==> config.mk <==
export PLATFORM = sky130hd
export DESIGN_NAME = car_control_sequencer
export DESIGN_NICKNAME = d
export VERILOG_FILES = /design/src/rtl/car_control_sequencer.sv
export SDC_FILE = /design/constraint.sdc
export NUM_CORES = 1
export LEC_CHECK = 0
export ABC_AREA = 1
export CORE_ASPECT_RATIO = 1.1
export CORE_MARGIN = 4
export CORE_UTILIZATION = 51
export DETAILED_ROUTE_END_ITERATION = 12
export PLACE_DENSITY = 0.86
export SLEW_MARGIN = 15
export SYNTH_ARGS = -nofsm -noshare
export SYNTH_HDL_FRONTEND = slang
export SYNTH_SLANG_ARGS = --single-unit
==> constraint.sdc <==
create_clock -name clock -period 4.1 [get_ports clock]
set_input_delay 0.82 -clock clock [delete_from_list [all_inputs] [get_ports clock]]
set_output_delay 0.82 -clock clock [all_outputs]
set_load 0.05 [all_outputs]
==> src/rtl/car_control_sequencer.sv <==
// Transfer-stage control for the counter address registers (PCRA0, PCRA1, SP, SI, DI):
// registered micro-op strobes plus an autonomous SI-to-DI block-move sequencer.
module car_control_sequencer #(
  parameter int CNT_W = 16,
  parameter int NREG  = 5
) (
  input  logic             clock,
  input  logic             clear,
  input  logic             op_valid,
  output logic             op_ready,
  input  logic [2:0]       op_addr_sel,
  input  logic [2:0]       op_xassert_sel,
  input  logic [2:0]       op_xload_sel,
  input  logic [NREG-1:0]  op_inc,
  input  logic [NREG-1:0]  op_dec,
  input  logic             blk_start,
  input  logic             blk_dir,
  input  logic [CNT_W-1:0] blk_count,
  output logic             blk_busy,
  output logic             blk_done,
  output logic [NREG-1:0]  car_inc,
  output logic [NREG-1:0]  car_dec,
  output logic [NREG-1:0]  car_xload_n,
  output logic [NREG-1:0]  car_xassert_n,
  output logic [NREG-1:0]  car_addr_n,
  output logic             mem_rd,
  output logic             mem_wr
);

  localparam int SI = 3;
  localparam int DI = 4;

  typedef enum logic [1:0] {IDLE, RD, WR, DONE} state_t;

  state_t           state, state_next;
  logic [CNT_W-1:0] remaining, remaining_next;
  logic             dir, dir_next;
  logic             op_fire;

  logic [NREG-1:0]  inc_next, dec_next, xload_n_next, xassert_n_next, addr_n_next;
  logic             mem_rd_next, mem_wr_next, done_next;

  // A pending block move takes priority over a micro-op presented in the same cycle.
  assign op_ready = (state == IDLE) & ~blk_start;
  assign op_fire  = op_valid & op_ready;
  assign blk_busy = (state != IDLE);

  always_comb begin
    state_next     = state;
    remaining_next = remaining;
    dir_next       = dir;
    case (state)
      IDLE: begin
        if (blk_start) begin
          dir_next       = blk_dir;
          remaining_next = blk_count;
          state_next     = (blk_count == '0) ? DONE : RD;
        end
      end
      RD: state_next = WR;
      WR: begin
        if (remaining != '0) remaining_next = remaining - 1'b1;
        state_next = (remaining <= CNT_W'(1)) ? DONE : RD;
      end
      DONE: state_next = IDLE;
      default: state_next = IDLE;
    endcase
  end

  // Strobes are computed for the cycle after the edge, from the accepted op or the state being entered.
  always_comb begin
    inc_next       = '0;
    dec_next       = '0;
    xload_n_next   = '1;
    xassert_n_next = '1;
    addr_n_next    = '1;
    mem_rd_next    = 1'b0;
    mem_wr_next    = 1'b0;
    done_next      = 1'b0;
    if (op_fire) begin
      for (int i = 0; i < NREG; i++) begin
        addr_n_next[i]    = (op_addr_sel != 3'(i));
        xassert_n_next[i] = (op_xassert_sel != 3'(i));
        xload_n_next[i]   = (op_xload_sel != 3'(i));
        inc_next[i]       = op_inc[i] & ~op_dec[i] & (op_xload_sel != 3'(i));
        dec_next[i]       = op_dec[i] & ~op_inc[i] & (op_xload_sel != 3'(i));
      end
    end
    case (state_next)
      RD: begin
        addr_n_next[SI] = 1'b0;
        mem_rd_next     = 1'b1;
        if (dir_next) dec_next[SI] = 1'b1;
        else          inc_next[SI] = 1'b1;
      end
      WR: begin
        addr_n_next[DI] = 1'b0;
        mem_wr_next     = 1'b1;
        if (dir_next) dec_next[DI] = 1'b1;
        else          inc_next[DI] = 1'b1;
      end
      DONE:    done_next = 1'b1;
      default: ;
    endcase
  end

  always_ff @(posedge clock) begin
    if (clear) begin
      state         <= IDLE;
      remaining     <= '0;
      dir           <= 1'b0;
      car_inc       <= '0;
      car_dec       <= '0;
      car_xload_n   <= '1;
      car_xassert_n <= '1;
      car_addr_n    <= '1;
      mem_rd        <= 1'b0;
      mem_wr        <= 1'b0;
      blk_done      <= 1'b0;
    end else begin
      state         <= state_next;
      remaining     <= remaining_next;
      dir           <= dir_next;
      car_inc       <= inc_next;
      car_dec       <= dec_next;
      car_xload_n   <= xload_n_next;
      car_xassert_n <= xassert_n_next;
      car_addr_n    <= addr_n_next;
      mem_rd        <= mem_rd_next;
      mem_wr        <= mem_wr_next;
      blk_done      <= done_next;
    end
  end

endmodule
==> flow_summary.json, run 1 <==
{
  "outcome": "completed",
  "reg2reg_to": "remaining[10]",
  "layout_top_cell": "clkdlybuf4s50_1",
  "top_area_cell": "dfxtp_1",
  "hold_start": "remaining[15]",
  "topCombFamilyByArea": "simple AND/OR/NAND/NOR gates",
  "clock_path_buffers": 2,
  "worstPathArrival_ns": 2.29,
  "ir_worst_vdd_uv": 262,
  "slowest_stage": "clkdlybuf4s50_1",
  "tns_ns": 0,
  "rrSetupSlack_ns": 2.35,
  "gr-usage-met3": 0.0696,
  "grt_pass1_wl_mm": 9.79,
  "drc": 0,
  "worstSetupEndpoint": "op_ready",
  "clock_area_frac": 0.0263,
  "coreArea_sq_mm": 0.00438,
  "grt_use_met2": 0.352,
  "cp_data_required_time_ns": 3.28,
  "regArea_sq_um": 941,
  "nNetsFinal": 447,
  "use_met1": 0.263,
  "mux_share": 0.00426,
  "dp_cells": 452,
  "grt_setup_unrepaired": "false",
  "hold_viol": 0,
  "compound_area_frac": 0.112,
  "p_seq_w": 0.000517,
  "ys_sh_simple": 0.361,
  "yosysCellCount": 336,
  "ys.flop_type": "dfxtp_1",
  "grt_max_degree": 22,
  "regMostFlops": "remaining",
  "p_sw_frac": 0.361,
  "clock.latency.late_pin_ns": 0.30,
  "worst_pin_slew_ns": 0.569,
  "worstSetupPathType": "input port to primary output",
  "antenna_found_initial": 0,
  "pre_cts_slack_ns": 0.979,
  "synth_warnings": 0,
  "buffer_area_frac": 0.220,
  "path_cells": "clkdlybuf4s50_1 -> inv_1 -> nand2_1 -> inv_1 -> clkdlybuf4s50_1",
  "nNonClkInverters": 49,
  "power.leakage_nw": 1.39,
  "hp-class": "register to register",
  "p_per_area_mw_per_mm2": 368,
  "power_switching_w": 0.000418,
  "syn-num-nets": 378,
  "postRouteWirelength_mm": 5.98,
  "holdWs_ns": 0.488,
  "ys_sh_xor": 0.0112,
  "maxSlewHeadroom": 0.619,
  "largestClassByArea": "combinational gates",
  "r2r.worst_path.cells": 9,
  "syn_area_sq_mm": 0.00235,
  "clk_pin_slew_ns": 0.09,
  "critPathMaxStageDelay_ns": 0.79,
  "common_cells": "nand2_1, nor2_1, dfxtp_1",
  "yosys_area_sq_mm": 0.00235,
  "clock_sinks": 47,
  "edf_count": 0,
  "cts_resized": 0,
  "most_common_cell": "nand2_1",
  "fin_total_pwr_w": 0.00116,
  "netlist.area_leader.share": 0.401,
  "drt_iter0_markers": 174,
  "min_path_cells": 2,
  "stdcell_area_sq_mm": 0.00314,
  "max-cap-violations": 0,
  "path_delay_family": "buffers and inverters",
  "num_io_pins": 70,
  "maxPowerGroup": "sequential cells",
  "fin_cells": 459,
  "comb_area_sq_mm": 0.00117,
  "die_area_sq_mm": 0.00575,
  "cp_num_buf_inv": 4,
  "wl_met3_microns": 426,
  "internal_power_w": 0.000740,
  "numCtsBuffers": 5,
  "async_flop_share": 0,
  "grt_overflow": 0,
  "logic_gates": 233,
  "num-nonclk-buffers": 69,
  "dp_hpwl_mm": 4.59,
  "fp_util": 0.536,
  "cts.hold.buffers_added": 0,
  "area_growth_syn_to_layout_pct": 34.0,
  "comb_share": 0.373,
  "synth.avg_cell_area_sq_um": 6.99,
  "r2r-start": "state[0]",
  "m1WireLength_mm": 2.55,
  "ys_ff": 47,
  "wl_per_cell_microns": 13.0,
  "drive_gt1_frac": 0.0914,
  "clkbuf_count": 5,
  "dr_wl_met2_mm": 2.88,
  "utilization": 0.718,
  "n_tap_cell": 54,
  "num-fill-cells": 375,
  "vias": 2348,
  "pg_clk_w": 0.000274,
  "slew_viol_final": 0,
  "portBuffers": 69,
  "synth_cells": 336,
  "crit_path_start": "blk_start",
  "cts-htree-levels": 2,
  "hold_path_end": "remaining[15]",
  "fmax_mhz": 322,
  "die_h_microns": 79.2,
  "seq_power_share": 0.447,
  "grt.busiest_layer": "met2",
  "powerComb_w": 0.000366,
  "largest_reg_flops": 16,
  "die_w_microns": 72.7,
  "grt_pass1_vias": 2243,
  "gp_congestion": 0.899,
  "seq_share": 0.299,
  "warnings": 27,
  "setup_ws_ns": 0.991,
  "yosys-top-cells-area": "dfxtp_1, nand2_1, nor2_1",
  "n_antenna_cell": 0,
  "detail-route-antenna-nets": 0,
  "cts_root_buf": "clkbuf_8",
  "ys_types": 35
}
run_1/route_heat.png
Scale bar: 20 microns. 15 x 16 tiles, from dark blue (low) to red (high), scaled to the fullest tile. Values are wire area over tile area, all layers added.
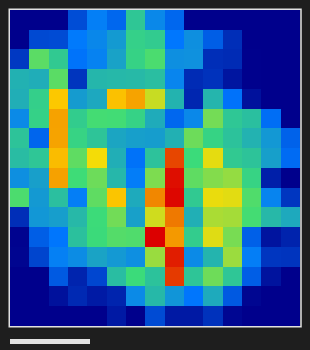
emptiest ninth of the die	north-east
densest ninth of the die	centre
tiles over half the peak	21%
fullest tile	0.52
mean over tiles	0.17

run_1/clock_nets.png
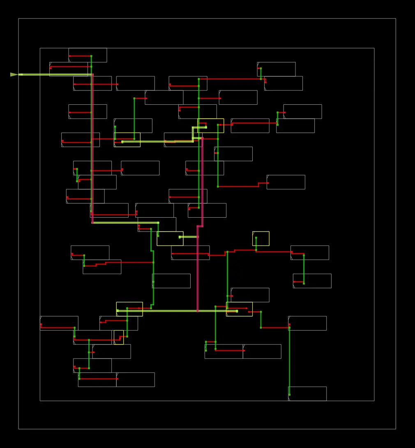
Setup Skew: 0.00527 ns
Seq cells: 47

run_1/m3.png
Scale bar: 20 microns.
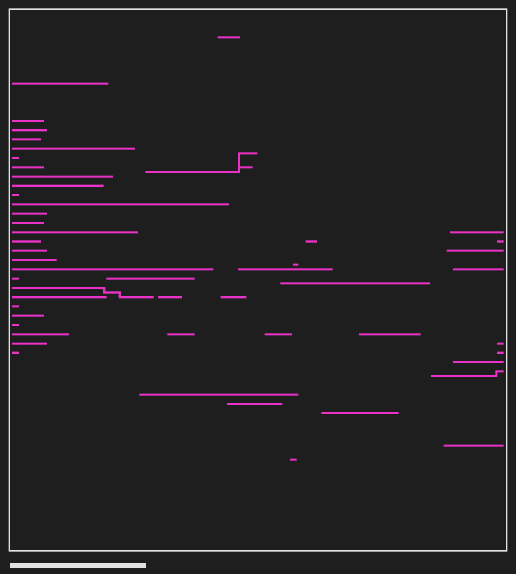
wire length on this layer	426 microns
nets with wire on the layer	47
longest straight run	31.5 microns
share of all routed wire	7.1%
main direction	horizontal

==> run 1 -> run 2 <==
--- a/config.mk
+++ b/config.mk
@@ -8,9 +8,9 @@
 export ABC_AREA = 1
 export CORE_ASPECT_RATIO = 1.1
 export CORE_MARGIN = 4
-export CORE_UTILIZATION = 51
+export CORE_UTILIZATION = 47
 export DETAILED_ROUTE_END_ITERATION = 12
-export PLACE_DENSITY = 0.86
+export PLACE_DENSITY = 0.8
 export SLEW_MARGIN = 15
 export SYNTH_ARGS = -nofsm -noshare
 export SYNTH_HDL_FRONTEND = slang
==> constraint.sdc (replaced) <==
create_clock -name clock -period 3.1 [get_ports clock]
set_input_delay 0.62 -clock clock [delete_from_list [all_inputs] [get_ports clock]]
set_output_delay 0.62 -clock clock [all_outputs]
set_load 0.05 [all_outputs]
run_2/m3.png
Scale bar: 20 microns.
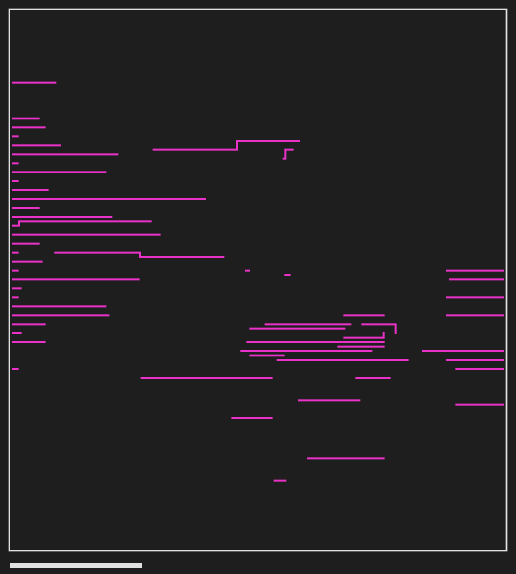
share of all routed wire	8.6%
nets with wire on the layer	52
wire length on this layer	516 microns
main direction	horizontal

==> run 2 against run 1 <==
  * Wire length up 0.50%
  * Critical endpoint unchanged
  * Critical path depth stayed put
  * Global-route usage is 0.76 points lower
  * Cell area up 1.2%
  * Die size up 7.6%
  * Flip-flop count unchanged
  * Core utilization shrank 4.8 points
==> flow_summary.json, run 2 <==
{
  "r2r-start": "state[1]",
  "comb_share": 0.369,
  "area_growth_syn_to_layout_pct": 35.6,
  "mux_share": 0.00426,
  "drc": 0,
  "hold_start": "remaining[15]",
  "vias": 2382,
  "hp-class": "register to register",
  "clk_pin_slew_ns": 0.08,
  "p_sw_frac": 0.348,
  "grt.busiest_layer": "met2",
  "detail-route-antenna-nets": 0,
  "max-cap-violations": 0,
  "hold_path_end": "remaining[15]",
  "power_switching_w": 0.000550,
  "seq_power_share": 0.434,
  "ir_worst_vdd_uv": 377,
  "min_path_cells": 2,
  "grt_overflow": 0,
  "reg2reg_to": "remaining[1]",
  "maxPowerGroup": "sequential cells",
  "cts.hold.buffers_added": 0,
  "m1WireLength_mm": 2.50,
  "num_io_pins": 70,
  "clock_path_buffers": 2,
  "cp_data_required_time_ns": 2.48,
  "regArea_sq_um": 941,
  "slew_viol_final": 0,
  "worstSetupPathType": "input port to primary output",
  "ys.flop_type": "dfxtp_1",
  "tns_ns": 0,
  "cts_root_buf": "clkbuf_8",
  "die_w_microns": 75.4,
  "topCombFamilyByArea": "simple AND/OR/NAND/NOR gates",
  "regMostFlops": "remaining",
  "grt_pass1_vias": 2295,
  "clock_sinks": 47,
  "cp_num_buf_inv": 4,
  "setup_ws_ns": 0.408,
  "outcome": "completed",
  "yosys-top-cells-area": "dfxtp_1, nand2_1, nor2_1",
  "seq_share": 0.296,
  "num-fill-cells": 403,
  "powerComb_w": 0.000483,
  "largest_reg_flops": 16,
  "dp_cells": 456,
  "top_area_cell": "dfxtp_1",
  "async_flop_share": 0,
  "cts-htree-levels": 2,
  "p_seq_w": 0.000685,
  "num-nonclk-buffers": 71,
  "hold_viol": 0,
  "utilization": 0.670,
  "fmax_mhz": 371,
  "coreArea_sq_mm": 0.00475,
  "rrSetupSlack_ns": 1.33,
  "logic_gates": 233,
  "antenna_found_initial": 0,
  "comb_area_sq_mm": 0.00117,
  "die_area_sq_mm": 0.00619,
  "grt_use_met2": 0.354,
  "nFlopsAndLatches": 47,
  "r2r.worst_path.cells": 7,
  "worstSetupEndpoint": "op_ready",
  "syn-num-nets": 378,
  "worstPathArrival_ns": 2.07,
  "maxSlewHeadroom": 0.643,
  "netlist.area_leader.share": 0.401,
  "path_cells": "clkdlybuf4s50_1 -> inv_1 -> nand2_1 -> inv_1 -> clkdlybuf4s50_1",
  "stdcell_area_sq_mm": 0.00318,
  "worst_pin_slew_ns": 0.534,
  "most_common_cell": "nand2_1",
  "nNonClkInverters": 49,
  "p_per_area_mw_per_mm2": 496,
  "nNetsFinal": 449,
  "holdWs_ns": 0.501,
  "ys_sh_xor": 0.0112,
  "fin_skew_ns": 0.00467
}
==> run 2 -> run 3 <==
==> constraint.sdc (replaced) <==
create_clock -name clock -period 2.5 [get_ports clock]
set_input_delay 0.5 -clock clock [delete_from_list [all_inputs] [get_ports clock]]
set_output_delay 0.5 -clock clock [all_outputs]
set_load 0.05 [all_outputs]
run_3/clock_nets.png
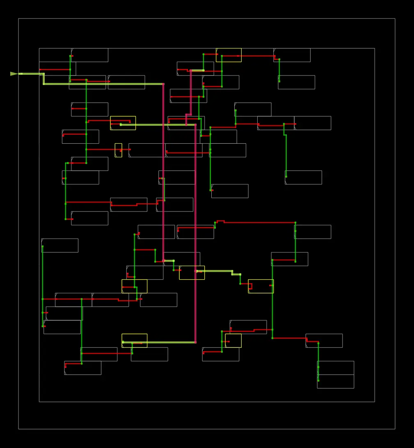
CTS buffer count: 5
clk pwr: 0.000491 W
Insertion Delay late pin: 0.31 ns
layout clock buffer count: 7

==> run 3 against run 2 <==
  * First-iteration DRC count rose by 5.7%
  * Clock power increased by 19%
  * Core utilization is essentially flat
  * Critical path depth is 2 lower
  * Combinational power is 26% higher
  * Non-clock buffer count did not move
  * Register-to-register slack worse by 0.55 ns
  * Flip-flop count is the same
  * Total power grew 24%
  * Via count down 1.4%
  * Critical path type is now register to primary output
  * Cell area about the same
  * Clock-buffer cell count unchanged
==> flow_summary.json, run 3 <==
{
  "logic_gates": 233,
  "nNetsFinal": 449,
  "min_period_ns": 2.19,
  "rrSetupSlack_ns": 0.78,
  "utilization": 0.670,
  "dr.pass1.iters": 4,
  "nFlopsAndLatches": 47,
  "cts.hold.buffers_added": 0,
  "p_seq_w": 0.000850,
  "detail-route-antenna-nets": 0,
  "power_switching_w": 0.000696,
  "ys_types": 35,
  "clk_pin_slew_ns": 0.09,
  "edf_count": 0,
  "min_path_cells": 2,
  "worst_pin_slew_ns": 0.542,
  "r2r.worst_path.cells": 9,
  "setup_ws_ns": 0.308,
  "holdWs_ns": 0.487,
  "yosys-top-cells-area": "dfxtp_1, nand2_1, nor2_1",
  "cts-htree-levels": 2,
  "n_antenna_cell": 0,
  "wl_met3_microns": 466,
  "async_flop_share": 0,
  "vias": 2349,
  "n_tap_cell": 56,
  "highest_layer": "met4",
  "regMostFlops": "remaining",
  "grt_pass1_vias": 2250,
  "slowest_stage": "clkdlybuf4s50_1",
  "antenna_found_initial": 0,
  "cp_data_required_time_ns": 2.00,
  "maxPowerGroup": "sequential cells",
  "dp_cells": 456,
  "worstSetupPathType": "register to primary output",
  "worstSetupEndpoint": "blk_busy",
  "nNonClkInverters": 49,
  "cp_max_fo": 3,
  "topCombFamilyByArea": "simple AND/OR/NAND/NOR gates",
  "synthAdderAreaFrac": 0.0107,
  "fp_util": 0.494,
  "die_w_microns": 75.4,
  "worstPathArrival_ns": 1.69,
  "max-cap-violations": 0,
  "ys.flop_type": "dfxtp_1",
  "fin_skew_ns": 0.00635,
  "syn_area_sq_mm": 0.00235,
  "die_h_microns": 82.1,
  "layout_top_cell": "clkdlybuf4s50_1",
  "num_io_pins": 70,
  "power_frac_comb": 0.312,
  "grt_use_met2": 0.351,
  "pre_cts_slack_ns": 0.477,
  "clock_path_buffers": 2,
  "mux_share": 0.00426,
  "drive_gt1_frac": 0.0980,
  "r2r-start": "state[0]",
  "p_per_area_mw_per_mm2": 612,
  "hold_path_end": "remaining[15]",
  "cts_root_buf": "clkbuf_8",
  "cts_resized": 0,
  "clock_sinks": 47,
  "hp-class": "register to register",
  "m1WireLength_mm": 2.56,
  "die_area_sq_mm": 0.00619,
  "ir_worst_vdd_uv": 380,
  "tns_ns": 0,
  "dp_hpwl_mm": 4.76,
  "p_sw_frac": 0.357,
  "powerComb_w": 0.000609,
  "stdcell_area_sq_mm": 0.00318,
  "regArea_sq_um": 941,
  "reg2reg_to": "remaining[10]",
  "path_cells": "nor2_2 -> inv_2 -> clkdlybuf4s50_1",
  "num-fill-cells": 427,
  "fmax_mhz": 456,
  "grt_overflow": 0,
  "coreArea_sq_mm": 0.00475,
  "ys_sh_xor": 0.0112,
  "area_growth_syn_to_layout_pct": 35.7,
  "cp_num_buf_inv": 2,
  "top_area_cell": "dfxtp_1",
  "hold_viol": 0,
  "grt.busiest_layer": "met2",
  "clock_area_frac": 0.0299,
  "netlist.area_leader.share": 0.401,
  "comb_share": 0.369,
  "largest_reg_flops": 16,
  "num-nonclk-buffers": 71,
  "seq_share": 0.295,
  "hold_start": "remaining[15]",
  "wl_per_cell_microns": 13.4,
  "fin_cells": 464,
  "ys_ff": 47,
  "comb_area_sq_mm": 0.00117,
  "drc": 0,
  "maxSlewHeadroom": 0.638,
  "slew_viol_final": 0,
  "via_per_inst": 5.06,
  "internal_power_w": 0.00125,
  "syn-num-nets": 378,
  "gp_congestion": 0.870,
  "outcome": "completed",
  "seq_power_share": 0.436,
  "most_common_cell": "nand2_1"
}
Power is estimated from default activity; no workload was simulated.
